**src/rtl/seq_divider_32_pkg.sv**
```systemverilog
// Shared definitions for the sequential divider: default operand width,
// FSM state encoding, the divide-by-zero quotient constant and a helper
// that sizes the iteration counter.
package seq_divider_32_pkg;

    localparam int unsigned DIV_WIDTH = 32;

    typedef enum logic [1:0] {
        IDLE = 2'b00,
        RUN  = 2'b01,
        DONE = 2'b10
    } div_state_t;

    localparam logic [DIV_WIDTH-1:0] DBZ_QUOTIENT = '1;

    // Bits needed to hold the values 0..w (iteration counter).
    function automatic int unsigned cnt_width(input int unsigned w);
        return $clog2(w + 1);
    endfunction

endpackage

```
**src/rtl/seq_divider_32_if.sv**
```systemverilog
// Request/result bundle of the sequential divider.
//   start        : request a divide (sampled only in IDLE)
//   dividend     : unsigned dividend, captured with start
//   divisor      : unsigned divisor, captured with start
//   busy         : divide in progress
//   done         : one-cycle pulse when results become valid
//   quotient     : registered quotient
//   remainder    : registered remainder
//   div_by_zero  : registered divide-by-zero flag, held with results
// master drives the request, slave is the divider.
interface seq_divider_32_if
    import seq_divider_32_pkg::*;
#(
    parameter int unsigned WIDTH = DIV_WIDTH
);

    logic             start;
    logic [WIDTH-1:0] dividend;
    logic [WIDTH-1:0] divisor;
    logic             busy;
    logic             done;
    logic [WIDTH-1:0] quotient;
    logic [WIDTH-1:0] remainder;
    logic             div_by_zero;

    modport master (
        output start, dividend, divisor,
        input  busy, done, quotient, remainder, div_by_zero
    );

    modport slave (
        input  start, dividend, divisor,
        output busy, done, quotient, remainder, div_by_zero
    );

endinterface

```
**src/rtl/seq_divider_32_sub_cla_33.sv**
```systemverilog
// Combinational N-bit subtractor (a - b) built from 4-bit carry-lookahead
// blocks chained block to block. Computed as a + ~b + 1.
//   a, b        : operands
//   difference  : a - b modulo 2**N
//   borrow_out  : 1 when b > a
module sub_cla_33 #(
    parameter int unsigned N = 33
) (
    input  logic [N-1:0] a,
    input  logic [N-1:0] b,
    output logic [N-1:0] difference,
    output logic         borrow_out
);

    localparam int unsigned NB = (N + 3) / 4;
    localparam int unsigned PW = NB * 4;

    logic [PW-1:0] a_ext;
    logic [PW-1:0] bn_ext;
    logic [PW-1:0] g;
    logic [PW-1:0] p;
    logic [PW:0]   cv;
    logic [3:0]    gb;
    logic [3:0]    pb;
    logic          ci;

    always_comb begin
        a_ext          = '0;
        a_ext[N-1:0]   = a;
        bn_ext         = '0;
        bn_ext[N-1:0]  = ~b;
        g              = a_ext & bn_ext;
        p              = a_ext ^ bn_ext;
        cv             = '0;
        gb             = '0;
        pb             = '0;
        ci             = 1'b1;
        for (int unsigned k = 0; k < NB; k++) begin
            gb = g[4*k +: 4];
            pb = p[4*k +: 4];
            cv[4*k]   = ci;
            cv[4*k+1] = gb[0] | (pb[0] & ci);
            cv[4*k+2] = gb[1] | (pb[1] & gb[0]) | (pb[1] & pb[0] & ci);
            cv[4*k+3] = gb[2] | (pb[2] & gb[1]) | (pb[2] & pb[1] & gb[0])
                      | (pb[2] & pb[1] & pb[0] & ci);
            ci        = gb[3] | (pb[3] & gb[2]) | (pb[3] & pb[2] & gb[1])
                      | (pb[3] & pb[2] & pb[1] & gb[0])
                      | (pb[3] & pb[2] & pb[1] & pb[0] & ci);
        end
        cv[PW] = ci;
    end

    assign difference = p[N-1:0] ^ cv[N-1:0];
    // No carry out of the top bit means the subtraction borrowed.
    assign borrow_out = ~cv[N];

    // Carries past bit N only exist because of the 4-bit padding.
    logic unused_pad_carries;
    assign unused_pad_carries = ^cv;

endmodule

```
**src/rtl/seq_divider_32.sv**
```systemverilog
// Unsigned restoring divider, one quotient bit per clock, MSB first.
//   clk  : clock, rising edge
//   rst  : asynchronous active-high reset
//   bus  : request/result bundle (slave side), see seq_divider_32_if
// A divide with nonzero divisor takes WIDTH RUN cycles and then one DONE
// cycle; a zero divisor goes straight to DONE with quotient all ones and
// remainder equal to the dividend. Results hold until the next DONE entry.
module seq_divider_32
    import seq_divider_32_pkg::*;
#(
    parameter int unsigned WIDTH = DIV_WIDTH
) (
    input logic                clk,
    input logic                rst,
    seq_divider_32_if.slave    bus
);

    localparam int unsigned CW = cnt_width(WIDTH);

    div_state_t       state_q, state_d;
    logic [WIDTH-1:0] rem_q;
    logic [WIDTH-1:0] dq_q;
    logic [WIDTH-1:0] dvs_q;
    logic [CW-1:0]    cnt_q;
    logic [WIDTH-1:0] quo_q;
    logic [WIDTH-1:0] remo_q;
    logic             dbz_q;

    logic             load;
    logic             load_dbz;
    logic             step;
    logic             finish;

    logic [WIDTH:0]   shifted;
    logic [WIDTH:0]   trial_diff;
    logic             trial_borrow;
    logic [WIDTH:0]   rem_next;
    logic [WIDTH-1:0] dq_next;

    // dq_q starts as the dividend and fills with quotient bits from the
    // right as dividend bits are shifted out into the partial remainder.
    assign shifted = {rem_q, dq_q[WIDTH-1]};

    sub_cla_33 #(
        .N (WIDTH + 1)
    ) u_sub (
        .a          (shifted),
        .b          ({1'b0, dvs_q}),
        .difference (trial_diff),
        .borrow_out (trial_borrow)
    );

    assign rem_next = trial_borrow ? shifted : trial_diff;
    assign dq_next  = {dq_q[WIDTH-2:0], ~trial_borrow};

    // After keep/restore the partial remainder is below the divisor, so
    // its top bit is always zero; only the trial operand needs it.
    logic unused_rem_msb;
    assign unused_rem_msb = rem_next[WIDTH];

    always_ff @(posedge clk or posedge rst) begin
        if (rst) begin
            state_q <= IDLE;
        end else begin
            state_q <= state_d;
        end
    end

    always_comb begin
        state_d  = state_q;
        load     = 1'b0;
        load_dbz = 1'b0;
        step     = 1'b0;
        finish   = 1'b0;
        case (state_q)
            IDLE: begin
                if (bus.start) begin
                    if (bus.divisor == '0) begin
                        load_dbz = 1'b1;
                        state_d  = DONE;
                    end else begin
                        load     = 1'b1;
                        state_d  = RUN;
                    end
                end
            end
            RUN: begin
                step = 1'b1;
                if (cnt_q == CW'(1)) begin
                    finish  = 1'b1;
                    state_d = DONE;
                end
            end
            DONE:    state_d = IDLE;
            default: state_d = IDLE;
        endcase
    end

    always_ff @(posedge clk or posedge rst) begin
        if (rst) begin
            rem_q  <= '0;
            dq_q   <= '0;
            dvs_q  <= '0;
            cnt_q  <= '0;
            quo_q  <= '0;
            remo_q <= '0;
            dbz_q  <= 1'b0;
        end else begin
            if (load) begin
                rem_q <= '0;
                dq_q  <= bus.dividend;
                dvs_q <= bus.divisor;
                cnt_q <= CW'(WIDTH);
            end
            if (step) begin
                rem_q <= rem_next[WIDTH-1:0];
                dq_q  <= dq_next;
                cnt_q <= cnt_q - CW'(1);
            end
            // The final iteration's results go straight to the output
            // registers on the same edge that enters DONE.
            if (finish) begin
                quo_q  <= dq_next;
                remo_q <= rem_next[WIDTH-1:0];
                dbz_q  <= 1'b0;
            end
            if (load_dbz) begin
                quo_q  <= WIDTH'(DBZ_QUOTIENT);
                remo_q <= bus.dividend;
                dbz_q  <= 1'b1;
            end
        end
    end

    assign bus.busy        = (state_q == RUN);
    assign bus.done        = (state_q == DONE);
    assign bus.quotient    = quo_q;
    assign bus.remainder   = remo_q;
    assign bus.div_by_zero = dbz_q;

endmodule

```
**src/flat_wrapper.sv**
```systemverilog
// flat-port wrapper written by rule: the top's interface ports become plain ports
module seq_divider_32_flat import seq_divider_32_pkg::*;
#(
    parameter int unsigned WIDTH = DIV_WIDTH
)
  (clk, rst, bus_start, bus_dividend, bus_divisor, bus_busy, bus_done, bus_quotient, bus_remainder, bus_div_by_zero);
  seq_divider_32_if #(.WIDTH(WIDTH)) bus_i ();
  input logic clk;
  input logic rst;
  input wire logic [$bits(bus_i.start)-1:0] bus_start;
  input wire logic [$bits(bus_i.dividend)-1:0] bus_dividend;
  input wire logic [$bits(bus_i.divisor)-1:0] bus_divisor;
  output wire logic [$bits(bus_i.busy)-1:0] bus_busy;
  output wire logic [$bits(bus_i.done)-1:0] bus_done;
  output wire logic [$bits(bus_i.quotient)-1:0] bus_quotient;
  output wire logic [$bits(bus_i.remainder)-1:0] bus_remainder;
  output wire logic [$bits(bus_i.div_by_zero)-1:0] bus_div_by_zero;
  assign bus_i.start = bus_start;
  assign bus_i.dividend = bus_dividend;
  assign bus_i.divisor = bus_divisor;
  assign bus_busy = bus_i.busy;
  assign bus_done = bus_i.done;
  assign bus_quotient = bus_i.quotient;
  assign bus_remainder = bus_i.remainder;
  assign bus_div_by_zero = bus_i.div_by_zero;
  seq_divider_32 #(.WIDTH(WIDTH)) u_core (.clk(clk), .rst(rst), .bus(bus_i));
endmodule
```
**config.mk**
```make
export PLATFORM = sky130hd
export DESIGN_NAME = seq_divider_32_flat
export DESIGN_NICKNAME = d
export VERILOG_FILES = /design/src/rtl/seq_divider_32_pkg.sv /design/src/rtl/seq_divider_32_if.sv /design/src/rtl/seq_divider_32_sub_cla_33.sv /design/src/rtl/seq_divider_32.sv /design/src/flat_wrapper.sv
export SDC_FILE = /design/constraint.sdc
export NUM_CORES = 1
export LEC_CHECK = 0
export ABC_AREA = 0
export CORE_MARGIN = 5
export CORE_UTILIZATION = 35
export CTS_CLUSTER_SIZE = 8
export DETAILED_ROUTE_END_ITERATION = 6
export GPL_TIMING_DRIVEN = 0
export MAX_ROUTING_LAYER = met4
export PLACE_DENSITY = 0.62
export SLEW_MARGIN = 20
export SYNTH_ARGS = -nofsm -noshare
export SYNTH_HDL_FRONTEND = slang
export SYNTH_SLANG_ARGS = --single-unit
```
**constraint.sdc**
```tcl
create_clock -name clk -period 7.1 [get_ports clk]
set_input_delay 1.42 -clock clk [delete_from_list [all_inputs] [get_ports clk]]
set_output_delay 1.42 -clock clk [all_outputs]
set_load 0.05 [all_outputs]
```
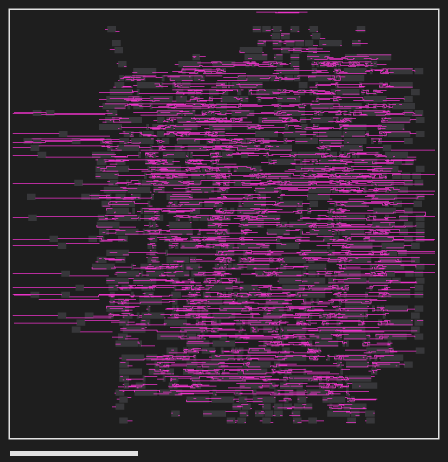
(run_1/layer_met1.png)
Bar = 50 um.
nets with wire on the layer: 1,035
wire length on this layer: 11,400 um
share of all routed wire: 48%
longest straight run: 45.1 um

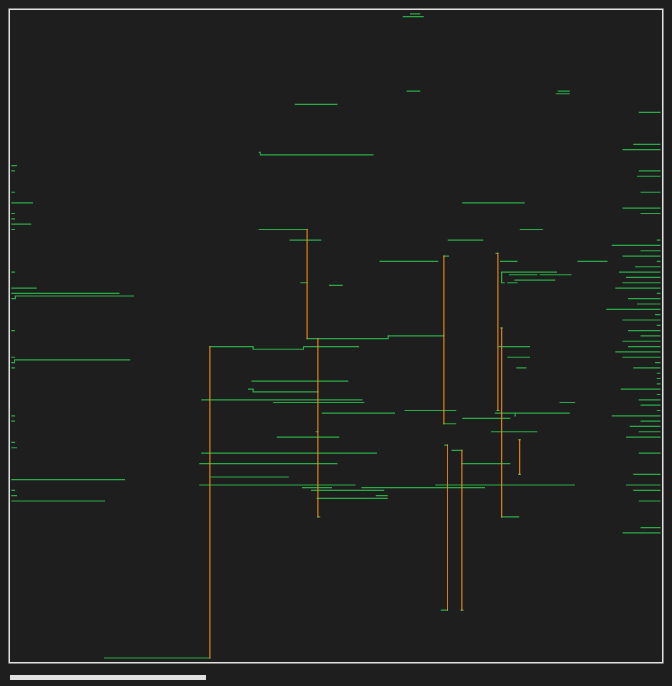
(run_1/wires.png)
Bar = 50 um. Two of the layers only.
legend:
  orange:
    layer: metal 4
    wire_length: 376 um
  green:
    layer: metal 3
    wire_length: 1,280 um

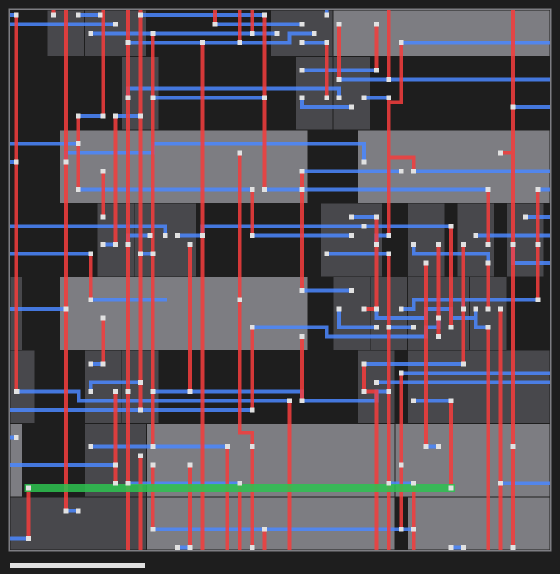
(run_1/detail.png)
Bar = 5 um. Region (115, 115) to (135, 135) um. Cells in gray, sequential cells in the stronger gray; small squares are vias.
legend:
  green:
    layer: metal 3
  red:
    layer: metal 2
  blue:
    layer: metal 1
cells with their middle in the window: 30
most frequent: nor2_1 (11), dfrtp_1 (8), o22ai_1 (6)
sequential cells in the window: 8
netlist names of flops here include: `u_core.dq_q` (7), `u_core.bus.quotient` (1)

==> README.md, run 1 <==
| Metric | Value | Unit |
|---|---|---|
| Capture point of the worst path | u_core.bus.remainder[28] | - |
| Clock group share of total power | 13.9 | % |
| Maximum cell stage delay along the critical path | 570 | ps |
| Top cells by count | sky130_fd_sc_hd__dfrtp_1, sky130_fd_sc_hd__nand2_1, sky130_fd_sc_hd__o21ai_0 | - |
| Number of pins exceeding their max-slew limit in the final report | 0 | - |
| Required time reported for the critical path endpoint | 7430 | ps |
| Reg-to-reg critical path startpoint | u_core.rem_q[9] | - |
| Per-cell via count in the routed design | 5.079 | - |
| Diodes inserted | 0 | - |
| Most used cells in the layout excluding fill and tap cells | sky130_fd_sc_hd__dfrtp_1, sky130_fd_sc_hd__clkdlybuf4s50_1, sky130_fd_sc_hd__nand2_1 | - |
| Post-cts sizing count | 0 | - |
| Number of buffers added by the clock tree synthesis step | 17 | - |
| Startpoint kind of the worst setup timing path | primary input | - |
| Max Clock Freq | 252.4 | MHz |
| Hold Startpoint | u_core.dq_q[1] | - |
| Post-synthesis sequential element count | 169 | - |
| Normalized max-slew margin | 56.98 | % |
| Min Clock Period, post-route | 3962 | ps |
| Total clock sinks | 169 | - |
| List of cells traversed by the critical path | clkdlybuf4s50_1 > nor4_1 > nand4_1 > nor3_1 > clkbuf_1 > clkbuf_1 > a22oi_1 > o21ai_0 | - |
| Power density over cell area | 595.3 | nW/um^2 |
| Worst setup slack after placement | 2604 | ps |
| Per-cell routed wire length | 17.52 | um |
| Synthesized netlist net count | 977 | - |
| Period utilization | 55.80 | % |
| Layout-stage area growth over the synthesis result | 27.34 | % |
| Half-perimeter wire length after placement | 18,350 | um |
| Final wirelength | 23,790 | um |
| Net count, final | 1,130 | - |
| Grt met1 use | 25.29 | % |
| Cell area after placement | 10,350 | um^2 |
| Tally of OpenROAD warnings | 30 | - |
| I/O Buffers | 133 | - |
| Sort of element at the end of the critical path | flip-flop | - |
| Grt met3 use | 3.224 | % |
| Worst-path clk slew | 70 | ps |
| Crit-path max FO | 10 | - |
| Worst Reg2Reg Path Length in Cells | 11 | - |
| Maximum ir drop on the vdd rail | 0.0002809 | V |
| Post-CTS setup repair buffer count | 0 | - |
| Height of the die | 166.6 | um |
| Die x size | 166.6 | um |
| Synth unique cells | 62 | - |
| Number of synthesized flops with an enable pin | 0 | - |
| Top-level port count | 134 | - |
| Cell with the most instances after synthesis | sky130_fd_sc_hd__dfrtp_1 | - |
| Critical Path AT | 4300 | ps |
| Sequential cell area | 4229 | um^2 |
| Worst setup path startpoint | bus_divisor[15] | - |
| Share of power burned in registers | 27.2 | % |
| WHS Endpoint | u_core.bus.quotient[2] | - |
| Cell internal power dissipation | 0.003419 | W |
| Synthesized cell area | 8581 | um^2 |
| Status | complete, no violations | - |
| Buffer and inverter count on the worst path | 3 | - |
| Fraction of final layout cells with drive strength greater than 1 | 8.317 | % |
| Clk_skew | 10.37 | ps |
| H-tree levels | 4 | - |
| Main area contributors | sky130_fd_sc_hd__dfrtp_1, sky130_fd_sc_hd__ha_1, sky130_fd_sc_hd__o21ai_0 | - |
| Register-to-register setup slack | 3820 | ps |
| Finished Core Util | 45.06 | % |
| Standard cell core area | 24,250 | um^2 |
| Fin Setup TNS | 0 | ps |
| Cell at the root of the clock tree | sky130_fd_sc_hd__clkbuf_16 | - |
| Gr ovfl total | 0 | - |
| Minimum setup slack in the final design | 3138 | ps |
| Cells after Synth | 868 | - |
| Number of hold-repair buffers added at the cts stage | 0 | - |
| Final setup fails | 0 | - |
| First-pass GRT wire length | 38,630 | um |
| Iteration tally of the first detailed-router pass | 5 | - |
| Async set-or-reset flop fraction in the synthesized netlist | 100.0 | % |
| Number of cell instances after yosys synthesis | 868 | - |
| Levels on crit path | 8 | - |
| Reported leakage power | 4.662 | nW |
| Met2 capacity usage during global routing | 26.38 | % |
| Post-synthesis chip area from yosys | 8581 | um^2 |
| Detailed Route Iter0 Violations | 605 | - |
| Floorplan core density | 35.39 | % |
| Insertion Delay late pin | 420 | ps |
## run 1: power groups by stage
stage	clock network (W)	logic, W	registers [W]
after floorplan	0	0.00230	0.00222
after global placement	0	0.00378	0.00177
after detailed placement	0	0.00384	0.00178
after CTS	0.000921	0.00385	0.00177
after global routing	0.000964	0.00423	0.00183
final	0.000905	0.00383	0.00177
## run 1: through the flow
step / total power [W] / cells
3_3_place_gp: 0.005548 / 1325
2_1_floorplan: 0.004511 / 868
4_1_cts: 0.006537 / 1358
3_5_place_dp: 0.005617 / 1326
6_report: 0.006505 / 1358
5_1_grt: 0.007022 / 1358
## run 1: kinds of logic (layout without fill, tap and decap cells)
group | Yosys count | count (layout) | synth area share [%]
AOI/OAI and AO/OA | 225 | 225 | 16.70
xor gates and xnor gates | 20 | 20 | 2.041
adders and majority gates | 42 | 42 | 6.737
buffers and inverters | 95 | 261 | 4.374
DFF | 169 | 169 | 49.29
muxes | 60 | 60 | 7.553
and+or+nand+nor | 257 | 257 | 13.31
## run 1: metal layers
layer | vias up | share of wire (%)
met5 | - | 0
met4 | 0 | 1.6
met3 | 23 | 5.4
met2 | 191 | 45
met1 | 3288 | 48
li1 | 3395 | -
## run 1: cell type report
class / instances / area share, %
tap: 324 / 3.710
clock buffer: 17 / 3.893
sequential: 169 / 38.70
timing repair buffer: 134 / 12.44
inverter: 48 / 1.718
buffer: 47 / 1.786
multi-input combinational: 604 / 36.39
clock inverter: 15 / 1.363
## run 1: sequential cells by signal (all words and copies together) (netlist names)
| register | flops |
|---|---|
| u_core.bus.div_by_zero | 1 |
| u_core.bus.quotient | 32 |
| u_core.bus.remainder | 32 |
| u_core.cnt_q | 6 |
| u_core.dq_q | 32 |
| u_core.dvs_q | 32 |
| u_core.rem_q | 32 |
| u_core.state_q | 2 |
==> run_1/metal_density.png <==
33 x 33 tiles, from white (low) to dark blue (high), scaled to the fullest tile. Values are wire area over tile area, all layers added.
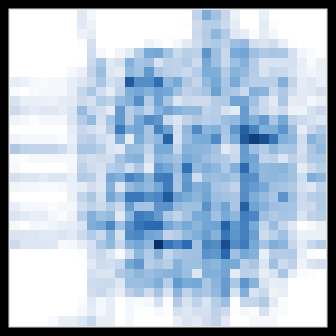

==> inputs of run 2 (changes only) <==
==> constraint.sdc (replaced) <==
create_clock -name clk -period 3.73 [get_ports clk]
set_input_delay 0.746 -clock clk [delete_from_list [all_inputs] [get_ports clk]]
set_output_delay 0.746 -clock clk [all_outputs]
set_load 0.05 [all_outputs]
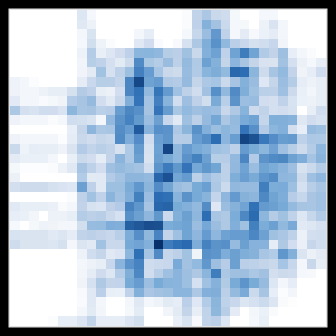
(run_2/metal_density.png)
33 x 33 tiles, from white (low) to dark blue (high), scaled to the fullest tile. Values are wire area over tile area, all layers added.
tiles over half the peak: 15%
nearly empty tiles: 20%
densest ninth of the die: center
fullest tile: 0.52
mean over tiles: 0.14

==> README.md, run 2 <==
| Metric | Value | Unit | Delta |
|---|---|---|---|
| Synth unique cells | 62 | - | unchanged |
| Iteration tally of the first detailed-router pass | 5 | - | unchanged |
| Status | complete, no violations | - |  |
| Crit-path max FO | 10 | - | unchanged |
| Mux area share | 7.553 | % | unchanged |
| Worst-path clk slew | 70 | ps | about the same |
| AND-OR/OR-AND Cells, Area Fraction | 16.70 | % | unchanged |
| Power density over cell area | 1141 | nW/um^2 | +92% |
| Post-synthesis chip area from yosys | 8581 | um^2 | unchanged |
| Max Clock Freq | 302.2 | MHz |  |
| WHS Endpoint | u_core.bus.div_by_zero | - |  |
| Number of synthesized flops with an enable pin | 0 | - | unchanged |
| Startpoint kind of the worst setup timing path | primary input | - |  |
| Die x size | 166.6 | um | unchanged |
| Post-synthesis sequential element count | 169 | - | unchanged |
| Maximum ir drop on the vdd rail | 0.0004891 | V | +74% |
| Tally of OpenROAD warnings | 28 | - | -6.7% |
| Buffer and inverter count on the worst path | 3 | - | unchanged |
| Floorplan core density | 35.39 | % | unchanged |
| Synthesized cell area | 8581 | um^2 | unchanged |
| Layout-stage area growth over the synthesis result | 28.59 | % |  |
| Top-level port count | 134 | - | unchanged |
| Final wirelength | 24,400 | um | +2.6% |
| Total clock sinks | 169 | - | unchanged |
| Normalized max-slew margin | 50.13 | % | -6.9 points |
| Final setup fails | 0 | - | unchanged |
| Sort of element at the end of the critical path | flip-flop | - |  |
| Cell at the root of the clock tree | sky130_fd_sc_hd__clkbuf_16 | - |  |
| Basic Gates by Area | 13.31 | % | unchanged |
| Insertion Delay late pin | 430 | ps | about the same |
| Number of buffers added by the clock tree synthesis step | 17 | - | unchanged |
| Number of cell instances after yosys synthesis | 868 | - | unchanged |
| Per-cell via count in the routed design | 5.109 | - | +0.60% |
| Xor and xnor area share after synthesis | 2.041 | % | unchanged |
| Diodes inserted | 0 | - | unchanged |
| Levels on crit path | 8 | - | unchanged |
| Post-cts sizing count | 0 | - | unchanged |
| Detailed Route Iter0 Violations | 480 | - | -21% |
| Maximum cell stage delay along the critical path | 590 | ps | +20 ps |
| Hold Startpoint | u_core.bus.div_by_zero | - |  |
| I/O Buffers | 133 | - | unchanged |
| Half-perimeter wire length after placement | 18,930 | um | +3.2% |
| First-pass GRT wire length | 39,130 | um | +1.3% |
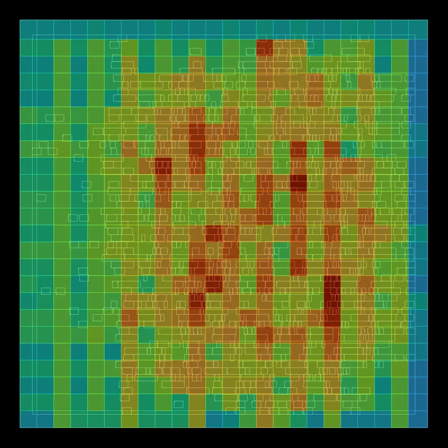
(run_2/congestion.png)
Finished Core Util: 45.51%
met2 capacity usage during global routing: 28.35%
grt met3 use: 2.892%

==> run 2: cell counts after synthesis <==
Identical to the previous run, type by type.
==> run 2: worst max path at each step <==
| stage | to | from | slack [ps] |
|---|---|---|---|
| floorplan | u_core.bus.div_by_zero | rst | 830 |
| global placement | u_core.dvs_q[16] | rst | -650 |
| detailed placement | u_core.dq_q[25] | bus_divisor[15] | -100 |
| CTS | u_core.dq_q[25] | bus_divisor[15] | 340 |
| global route | u_core.bus.remainder[17] | u_core.rem_q[4] | 160 |
| finish | u_core.bus.remainder[31] | bus_divisor[15] | 420 |
==> run 2: area by class of cell <==
cell class / instances / area, um^2
clock inverters: 14 / 187.7
clock buffers: 17 / 425.4
fillers: 2336 / 13210
inverters: 48 / 183.9
plain buffers: 47 / 195.2
multi-input cells: 604 / 3976
repair buffers: 138 / 1431
well taps: 324 / 405.4
flip-flops and latches: 169 / 4229
==> run 2: metrics by stage <==
step                power, W  hold slack, ps  cells  utilization (%)
finish               0.01259           479.4   1361            45.51
global route         0.01355           506.2   1361            45.51
CTS                  0.01264           481.6   1361            45.51
detailed placement   0.01073           466.7   1330            42.98
global placement     0.01056           465.0   1325            42.56
floorplan           0.008588           461.9    868                -
==> run 2: report_power, final <==
part / total (W) / internal, W / switching [W] / leakage (nW)
clock network: 0.00186 / 0.00107 / 0.000790 / 0.287
logic: 0.00735 / 0.00288 / 0.00447 / 2.42
registers: 0.00338 / 0.00274 / 0.000634 / 1.99
total: 0.0126 / 0.00670 / 0.00589 / 4.70
==> run 2: layer usage <==
metal  GRT usage (%)  part of all wire (%)  vias to the layer above
met5               -                     0                        -
met4           3.842                  0.89                        0
met3           2.892                   4.1                       15
met2           28.35                    47                      180
met1           25.00                    48                     3353
li1                -                     -                     3406
Power is estimated from default activity; no workload was simulated.
